### src/rtl/ddr_pkg.sv
// Shared definitions for the ddr_data path: default gate period, click FSM states
// and gate-window indices.
package ddr_pkg;
  localparam int CLICK_PERIOD = 625;
  localparam int CLICK_TW     = 32;
  localparam int CLICK_RW     = 10;

  localparam int GATE0 = 0;
  localparam int GATE1 = 1;

  typedef enum logic [1:0] {
    IDLE = 2'd0,
    DIV  = 2'd1,
    OUT  = 2'd2
  } click_state_t;
endpackage

### src/rtl/mod_div_iter.sv
// Iterative restoring divider returning dividend mod PERIOD, one quotient bit per
// cycle; done is high during the final iteration and remainder is valid after it.
module mod_div_iter
  import ddr_pkg::*;
#(
  parameter int PERIOD = CLICK_PERIOD,
  parameter int TW     = CLICK_TW,
  parameter int RW     = CLICK_RW
) (
  input  logic          clk,
  input  logic          rst_n,
  input  logic          start,
  input  logic [TW-1:0] dividend,
  output logic          busy,
  output logic          done,
  output logic [RW-1:0] remainder
);
  localparam int CW = $clog2(TW);

  logic [TW-1:0] shift_r;
  logic [RW-1:0] rem_r;
  logic [CW-1:0] cnt_r;
  logic          busy_r;
  logic [RW:0]   rem_ext;
  logic [RW:0]   rem_nxt;

  // One extra bit keeps {rem, bit} < 2*PERIOD representable, so the result fits RW bits.
  always_comb begin
    rem_ext = {rem_r, shift_r[TW-1]};
    rem_nxt = rem_ext;
    if (rem_ext >= (RW+1)'(PERIOD)) rem_nxt = rem_ext - (RW+1)'(PERIOD);
  end

  always_ff @(posedge clk or negedge rst_n) begin
    if (!rst_n) begin
      shift_r <= '0;
      rem_r   <= '0;
      cnt_r   <= '0;
      busy_r  <= 1'b0;
    end else if (start && !busy_r) begin
      shift_r <= dividend;
      rem_r   <= '0;
      cnt_r   <= CW'(TW - 1);
      busy_r  <= 1'b1;
    end else if (busy_r) begin
      rem_r   <= RW'(rem_nxt);
      shift_r <= {shift_r[TW-2:0], 1'b0};
      cnt_r   <= cnt_r - 1'b1;
      if (cnt_r == '0) busy_r <= 1'b0;
    end
  end

  assign busy      = busy_r;
  assign done      = busy_r && (cnt_r == '0);
  assign remainder = rem_r;
endmodule

### src/rtl/click_mod_gate.sv
// Click conditioning for ddr_data: timestamp phase mod PERIOD, gate-window
// classification, per-PPS click counting and busy-drop counting.
module click_mod_gate
  import ddr_pkg::*;
#(
  parameter int PERIOD = CLICK_PERIOD,
  parameter int TW     = CLICK_TW,
  parameter int RW     = CLICK_RW
) (
  input  logic          clk200_i,
  input  logic          click_rstn,
  input  logic          pps_i,
  input  logic          s_click_valid,
  input  logic [TW-1:0] s_click_data,
  output logic          s_click_ready,
  input  logic [31:0]   gate_pos0,
  input  logic [31:0]   gate_pos1,
  input  logic [31:0]   gate_pos2,
  input  logic [31:0]   gate_pos3,
  output logic          tvalid200,
  output logic [TW-1:0] tdata200,
  output logic [15:0]   tdata200_mod,
  output logic [1:0]    click_gate,
  output logic [31:0]   sr_click_count_pps,
  output logic [15:0]   sr_drop_count,
  output logic [1:0]    dbg_state
);
  click_state_t  state_r, state_nx;
  logic          ready_r;
  logic          accept;
  logic [TW-1:0] ts_r;
  logic          div_busy, div_done;
  logic [RW-1:0] div_rem;
  logic [31:0]   phase;
  logic [1:0]    in_gate;
  logic          pps_s1, pps_s2, pps_s3, pps_tick;
  logic [31:0]   run_cnt;

  // Handshake: a timestamp is taken when s_click_valid is high while s_click_ready is
  // high; a valid seen with ready low is not stalled but dropped and counted. ready
  // stays low for one extra cycle after OUT, so a valid arriving then is also dropped.
  assign accept        = s_click_valid && (state_r == IDLE) && ready_r && !div_busy;
  assign s_click_ready = (state_r == IDLE) && ready_r;
  assign dbg_state     = state_r;

  mod_div_iter #(.PERIOD(PERIOD), .TW(TW), .RW(RW)) u_div (
    .clk       (clk200_i),
    .rst_n     (click_rstn),
    .start     (accept),
    .dividend  (s_click_data),
    .busy      (div_busy),
    .done      (div_done),
    .remainder (div_rem)
  );

  always_comb begin
    state_nx = state_r;
    case (state_r)
      IDLE:    if (accept) state_nx = DIV;
      DIV:     if (div_done) state_nx = OUT;
      OUT:     state_nx = IDLE;
      default: state_nx = IDLE;
    endcase
  end

  always_comb begin
    phase            = 32'(div_rem);
    in_gate          = '0;
    in_gate[GATE0]   = (phase >= gate_pos0) && (phase < gate_pos1);
    in_gate[GATE1]   = (phase >= gate_pos2) && (phase < gate_pos3);
  end

  assign pps_tick = pps_s2 && !pps_s3;

  always_ff @(posedge clk200_i or negedge click_rstn) begin
    if (!click_rstn) begin
      state_r <= IDLE;
      ready_r <= 1'b0;
      ts_r    <= '0;
    end else begin
      state_r <= state_nx;
      ready_r <= (state_r != OUT);
      if (accept) ts_r <= s_click_data;
    end
  end

  always_ff @(posedge clk200_i or negedge click_rstn) begin
    if (!click_rstn) begin
      tvalid200    <= 1'b0;
      tdata200     <= '0;
      tdata200_mod <= '0;
      click_gate   <= '0;
    end else begin
      tvalid200 <= (state_r == OUT);
      if (state_r == OUT) begin
        tdata200     <= ts_r;
        tdata200_mod <= 16'(div_rem);
        click_gate   <= in_gate;
      end
    end
  end

  always_ff @(posedge clk200_i or negedge click_rstn) begin
    if (!click_rstn) begin
      sr_drop_count <= '0;
    end else if (s_click_valid && !accept && (sr_drop_count != 16'hFFFF)) begin
      sr_drop_count <= sr_drop_count + 1'b1;
    end
  end

  // A click emitted in the same cycle as pps_tick opens the new second.
  always_ff @(posedge clk200_i or negedge click_rstn) begin
    if (!click_rstn) begin
      pps_s1             <= 1'b0;
      pps_s2             <= 1'b0;
      pps_s3             <= 1'b0;
      run_cnt            <= '0;
      sr_click_count_pps <= '0;
    end else begin
      pps_s1 <= pps_i;
      pps_s2 <= pps_s1;
      pps_s3 <= pps_s2;
      if (pps_tick) begin
        sr_click_count_pps <= run_cnt;
        run_cnt            <= tvalid200 ? 32'd1 : 32'd0;
      end else if (tvalid200 && (run_cnt != 32'hFFFF_FFFF)) begin
        run_cnt <= run_cnt + 1'b1;
      end
    end
  end
endmodule
### config.mk
export PLATFORM = sky130hd
export DESIGN_NAME = click_mod_gate
export DESIGN_NICKNAME = d
export VERILOG_FILES = /design/src/rtl/ddr_pkg.sv /design/src/rtl/mod_div_iter.sv /design/src/rtl/click_mod_gate.sv
export SDC_FILE = /design/constraint.sdc
export NUM_CORES = 1
export LEC_CHECK = 0
export CAP_MARGIN = 20
export CORE_ASPECT_RATIO = 1.2
export CORE_MARGIN = 5
export CORE_UTILIZATION = 40
export DETAILED_ROUTE_END_ITERATION = 10
export PLACE_DENSITY = 0.71
export SYNTH_ARGS = -nofsm -noshare
export SYNTH_HDL_FRONTEND = slang
export SYNTH_SLANG_ARGS = --single-unit
### constraint.sdc
create_clock -name clk200_i -period 2.4 [get_ports clk200_i]
set_clock_uncertainty 0.1 [all_clocks]
set_input_delay 0.24 -clock clk200_i [delete_from_list [all_inputs] [get_ports clk200_i]]
set_output_delay 0.24 -clock clk200_i [all_outputs]
set_load 0.005 [all_outputs]
**Run 1: ports around the boundary**

Pins as bars across the die edge, other pins in gray.
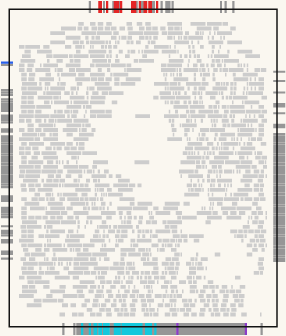
Key: cyan = `gate_pos1` [pins 32, direction input, edge south]; blue = `click_rstn` [pins 1, direction input, edge west]; red = `sr_drop_count` [pins 16, direction output, edge north]; purple = `click_gate` [pins 2, direction output, edge south]
All pins by edge: 112 south, 64 east, 57 west, 33 north.
die height: 186 µm
Die W: 157 µm
I/O Buffers: 259

**Run 1: the metal 3 layer**

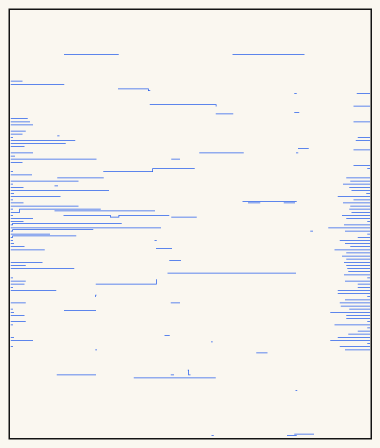
The longest straight run is 65.1 µm. The layer holds 6.8% of the routed length. 137 nets have wire on it.
final wirelength: 26.4 mm
grt met3 use: 4.43%
total number of vias: 8226

**Run 1: wiring by layer**

Only two layers are drawn.
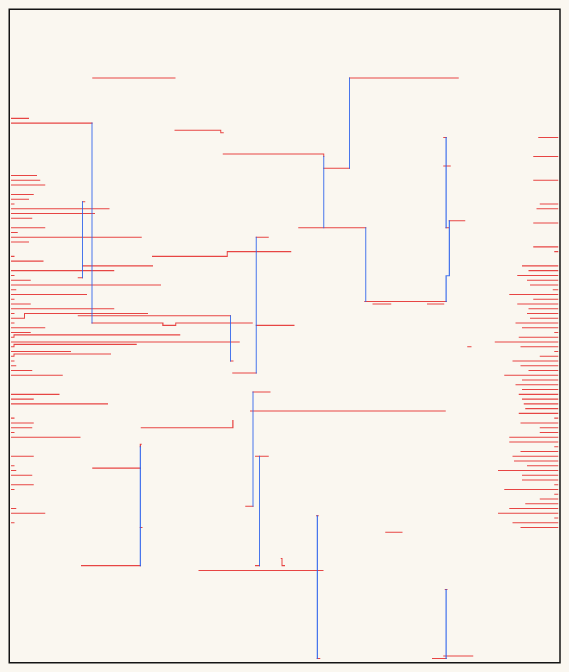
Key: red = met3 [wire length 1790 µm]; blue = met4 [wire length 406 µm]

==> results.py, run 1 <==
# Auto-generated metrics
metrics = {
    "yosys": {
        "ys_sh_simple_pct": 15.9,
        "ys_warn_count": 0,
        "mux_share_pct": 11.9,
        "synth_cell_types": 66,
        "largest_area_cell": "dfrtp_1",
        "top_cells_by_count": "211 x dfrtp_1, 169 x nand2_1, 63 x mux2_2, 55 x o21ai_0, 46 x inv_1",
        "synth.area.top_cells": "dfrtp_1 51%, mux2_2 6.8%, nand2_1 6.1%",
        "synth-main-ff-cell": "dfrtp_1",
        "synth.logic.top_family": "simple AND/OR/NAND/NOR gates",
        "yosys_area_um2": 10400,
        "postSynthSeqShare_pct": 50.9,
        "synth_cells": 984,
        "ys_ff": 211,
        "edf_count": 0,
    },
    "job": {
        "log.warning_count": 28,
    },
    "placement": {
        "gp_congestion": 0.785,
        "dp_hpwl_mm": 19.6,
        "dp_cells": 1566,
        "postPlaceCellArea_um2": 13500,
        "place_ws_ns": 0.0323,
    },
    "global_route": {
        "grt-ovfl-total": 0,
        "use_met1_pct": 22.5,
        "grt_antenna_before_repair": 0,
        "top_usage_layer": "met2",
        "grt_max_degree": 61,
    },
    "power_and_ir_drop": {
        "powerDensity_nw_per_um2": 558,
        "pg_clk_mw": 3.58,
        "finalPower_mw": 7.98,
        "pg_seq_mw": 3.69,
        "p_int_mw": 6.19,
        "irDropWorstVdd_uv": 487,
    },
    "critical_path": {
        "crit_type": "register to output port",
        "worstPathMaxFanout": 6,
        "end_kind": "output port",
        "reg2reg_depth": 7,
        "crit_path_top_delay_cell": "clkdlybuf4s50_1",
        "cp.required_ns": 2.06,
    },
    "clock_network": {
        "htreeDepth": 1,
        "clkTransAtPathRegs_ns": 0.06,
        "cts_tree": "done",
        "cts.path.max_buffers": 3,
    },
    "final_timing": {
        "worst_slack_ns": 0.155,
        "worstMarginPinSlew_ns": 0.690,
        "final-max-slew-violation-count": 0,
        "post-route-period-util_pct": 93.5,
    },
    "final_layout": {
        "clkCellAreaFrac_pct": 5.40,
        "sh_comb_area_pct": 33.0,
        "final_cells": 1608,
        "layout-drive-gt1-share_pct": 12.5,
        "nClkBuffers": 31,
        "final_layout_top_logic_cells": "258 x clkdlybuf4s50_1, 210 x dfrtp_1, 169 x nand2_1",
        "nonClkBufAreaFrac_pct": 20.6,
        "flops": 211,
    },
    "hold_path": {
        "holdCritStartpoint": "pps_i",
        "timing.hold.worst_path_depth": 1,
    },
    "drt": {
        "wl_met1_mm": 10.9,
        "routed-wl-met3_mm": 1.79,
        "drc": 0,
        "first_pass_iters": 4,
        "wl_met2_mm": 13.3,
    },
    "status": {
        "outcome": "finished clean",
    },
    "die": {
        "io_pins": 266,
        "fp_util_pct": 40.6,
    },
}
-- run 1: worst max-delay path by stage --
stage,to,slack (ns),cells past startpoint
floorplan,u_div.remainder[6],0.44,5
CTS,s_click_ready,0.12,2
global route,s_click_ready,0.06,2
detailed placement,click_gate[0],0.03,7
finish,s_click_ready,0.16,2
global placement,click_gate[0],0.08,7
-- run 1: cells by family (layout without fill, tap and decap cells) --
| logic type | count (synthesis) | count (layout) |
|---|---|---|
| AND-OR/OR-AND | 153 | 153 |
| AND/OR/NAND/NOR | 338 | 338 |
| XOR/XNOR | 30 | 30 |
| buffers and inverters | 93 | 382 |
| other | 1 | 6 |
| adder cells (fa/ha/maj) | 44 | 44 |
| multiplexers | 114 | 114 |
| flip-flops | 211 | 211 |
## Run 2: what changed since run 1
--- a/config.mk
+++ b/config.mk
@@ -9,6 +9,7 @@
 export CORE_ASPECT_RATIO = 1.2
 export CORE_MARGIN = 5
 export CORE_UTILIZATION = 40
+export CTS_BUF_LIST = sky130_fd_sc_hd__clkbuf_16
 export DETAILED_ROUTE_END_ITERATION = 10
 export PLACE_DENSITY = 0.71
 export SYNTH_ARGS = -nofsm -noshare
==> results.py, run 2 <==
# Auto-generated metrics
metrics = {
    "status": {
        "outcome": "finished clean",
    },
    "yosys": {
        "synth.area.top_cells": "dfrtp_1 51%, mux2_2 6.8%, nand2_1 6.1%",
        "largest_area_cell": "dfrtp_1",
        "yosys_area_um2": 10400,
        "synth_cell_types": 66,
        "ys_ff": 211,
        "edf_count": 0,
        "mux_share_pct": 11.9,
        "fa_ha_area_share_pct": 5.31,
        "synth.logic.top_family": "simple AND/OR/NAND/NOR gates",
        "postSynthSeqShare_pct": 50.9,
        "top_cells_by_count": "211 x dfrtp_1, 169 x nand2_1, 63 x mux2_2, 55 x o21ai_0, 46 x inv_1",
        "synth_cells": 984,
        "synth-main-ff-cell": "dfrtp_1",
        "ys_sh_simple_pct": 15.9,
    },
    "critical_path": {
        "regToRegEndpoint": "u_div.remainder[8]",
        "worstPathMaxFanout": 6,
        "crit_path_top_delay_cell": "clkdlybuf4s50_1",
        "path_cells": "nor3b_1 -> clkdlybuf4s50_1",
        "cp.required_ns": 2.06,
        "reg2reg_depth": 7,
        "crit_type": "register to output port",
        "end_kind": "output port",
        "path_depth": 2,
    },
    "power_and_ir_drop": {
        "powerDensity_nw_per_um2": 547,
        "pg_clk_mw": 3.40,
        "combPwrFrac_pct": 9.0,
        "power_frac_seq_pct": 47.4,
        "pg_seq_mw": 3.69,
        "p_int_mw": 6.02,
        "irDropWorstVdd_uv": 473,
        "finalPower_mw": 7.80,
    },
    "clock_network": {
        "cts-root-buf": "clkbuf_16",
        "cts_tree": "done",
        "htreeDepth": 1,
        "clkTransAtPathRegs_ns": 0.06,
        "cts.path.max_buffers": 3,
    },
    "drt": {
        "wl_met1_mm": 10.9,
        "drc": 0,
        "first_pass_iters": 4,
        "routed-wl-met3_mm": 1.82,
        "wl_met2_mm": 13.3,
    },
    "placement": {
        "dp_hpwl_mm": 19.6,
        "place_ws_ns": 0.0323,
        "gp_congestion": 0.785,
        "dp_cells": 1566,
        "postPlaceCellArea_um2": 13500,
        "io_buffers": 259,
    },
    "global_route": {
        "top_usage_layer": "met2",
        "grtUsageMet3_pct": 4.43,
        "use_met1_pct": 22.5,
        "grt_antenna_before_repair": 0,
        "grt-ovfl-total": 0,
        "grt_max_degree": 61,
        "grt_pass1_wl_mm": 44.0,
    },
    "final_timing": {
        "worst_slack_ns": 0.154,
        "final-max-slew-violation-count": 0,
        "worstMarginPinSlew_ns": 0.690,
        "hold-worst-slack_ns": 0.0722,
        "relSlewSlack_pct": 53.5,
        "post-route-period-util_pct": 93.6,
    },
    "final_layout": {
        "final_layout_top_logic_cells": "258 x clkdlybuf4s50_1, 210 x dfrtp_1, 169 x nand2_1",
        "n_antenna_cell": 0,
        "final_cells": 1608,
        "layout-drive-gt1-share_pct": 12.1,
    },
    "hold_path": {
        "holdCritStartpoint": "pps_i",
        "timing.hold.worst_path_depth": 1,
    },
    "die": {
        "die_y_um": 186,
        "core_um2": 25500,
        "fp_util_pct": 40.6,
    },
    "job": {
        "log.warning_count": 28,
    },
}
[run 2: cell types whose count changed in the layout (fill, tap and decap cells not counted)]
cell and delta:
clkbuf_1 -3, clkbuf_8 -5, clkinv_1 +5, inv_1 +3
[run 2: area by class of cell]
cell class	count	area, µm²	share of cell area [%]
inverter	46	173	1.21
tap	330	413	2.90
sequential	211	5280	37.1
multi-input combinational	685	4710	33.1
clock inverter	17	146	1.03
timing repair buffer	296	2940	20.6
clock buffer	23	576	4.04
[run 2: kinds of logic (layout without fill, tap and decap cells)]
kind of cell | count (synthesis) | in the layout
AND-OR/OR-AND | 153 | 153
XOR/XNOR | 30 | 30
adder cells (fa/ha/maj) | 44 | 44
buffers and inverters | 93 | 382
flip-flops | 211 | 211
multiplexers | 114 | 114
other | 1 | 6
AND/OR/NAND/NOR | 338 | 338
**Run 2: register map, names as in the netlist**

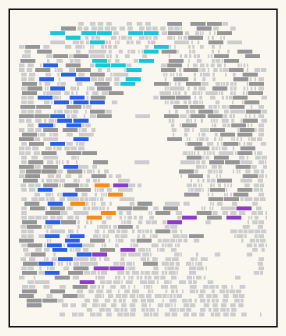
Key: orange = `u_div.cnt_r` [sequential cells 5]; purple = `tdata200_mod` [sequential cells 10]; blue = `u_div.shift_r` [sequential cells 32]; cyan = `sr_drop_count` [sequential cells 16, where north]
Another 148 sequential cells are not colored.

**Run 2: ports around the boundary**

Pins as bars across the die edge, other pins in gray.
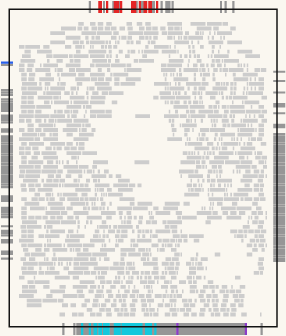
Key: blue = `click_rstn` [pins 1, direction input, edge west]; purple = `click_gate` [pins 2, direction output, edge south]; red = `sr_drop_count` [pins 16, direction output, edge north]; cyan = `gate_pos1` [pins 32, direction input, edge south]
All pins by edge: 112 south, 64 east, 57 west, 33 north.

**Run 2: the metal 3 layer**

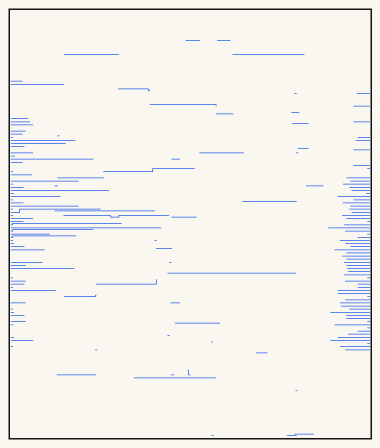
The wires run mostly horizontal. The longest straight run is 65.1 µm. The layer holds 6.9% of the routed length. The layer carries 1820 µm of wire.
total number of vias: 8230
final wirelength: 26.4 mm

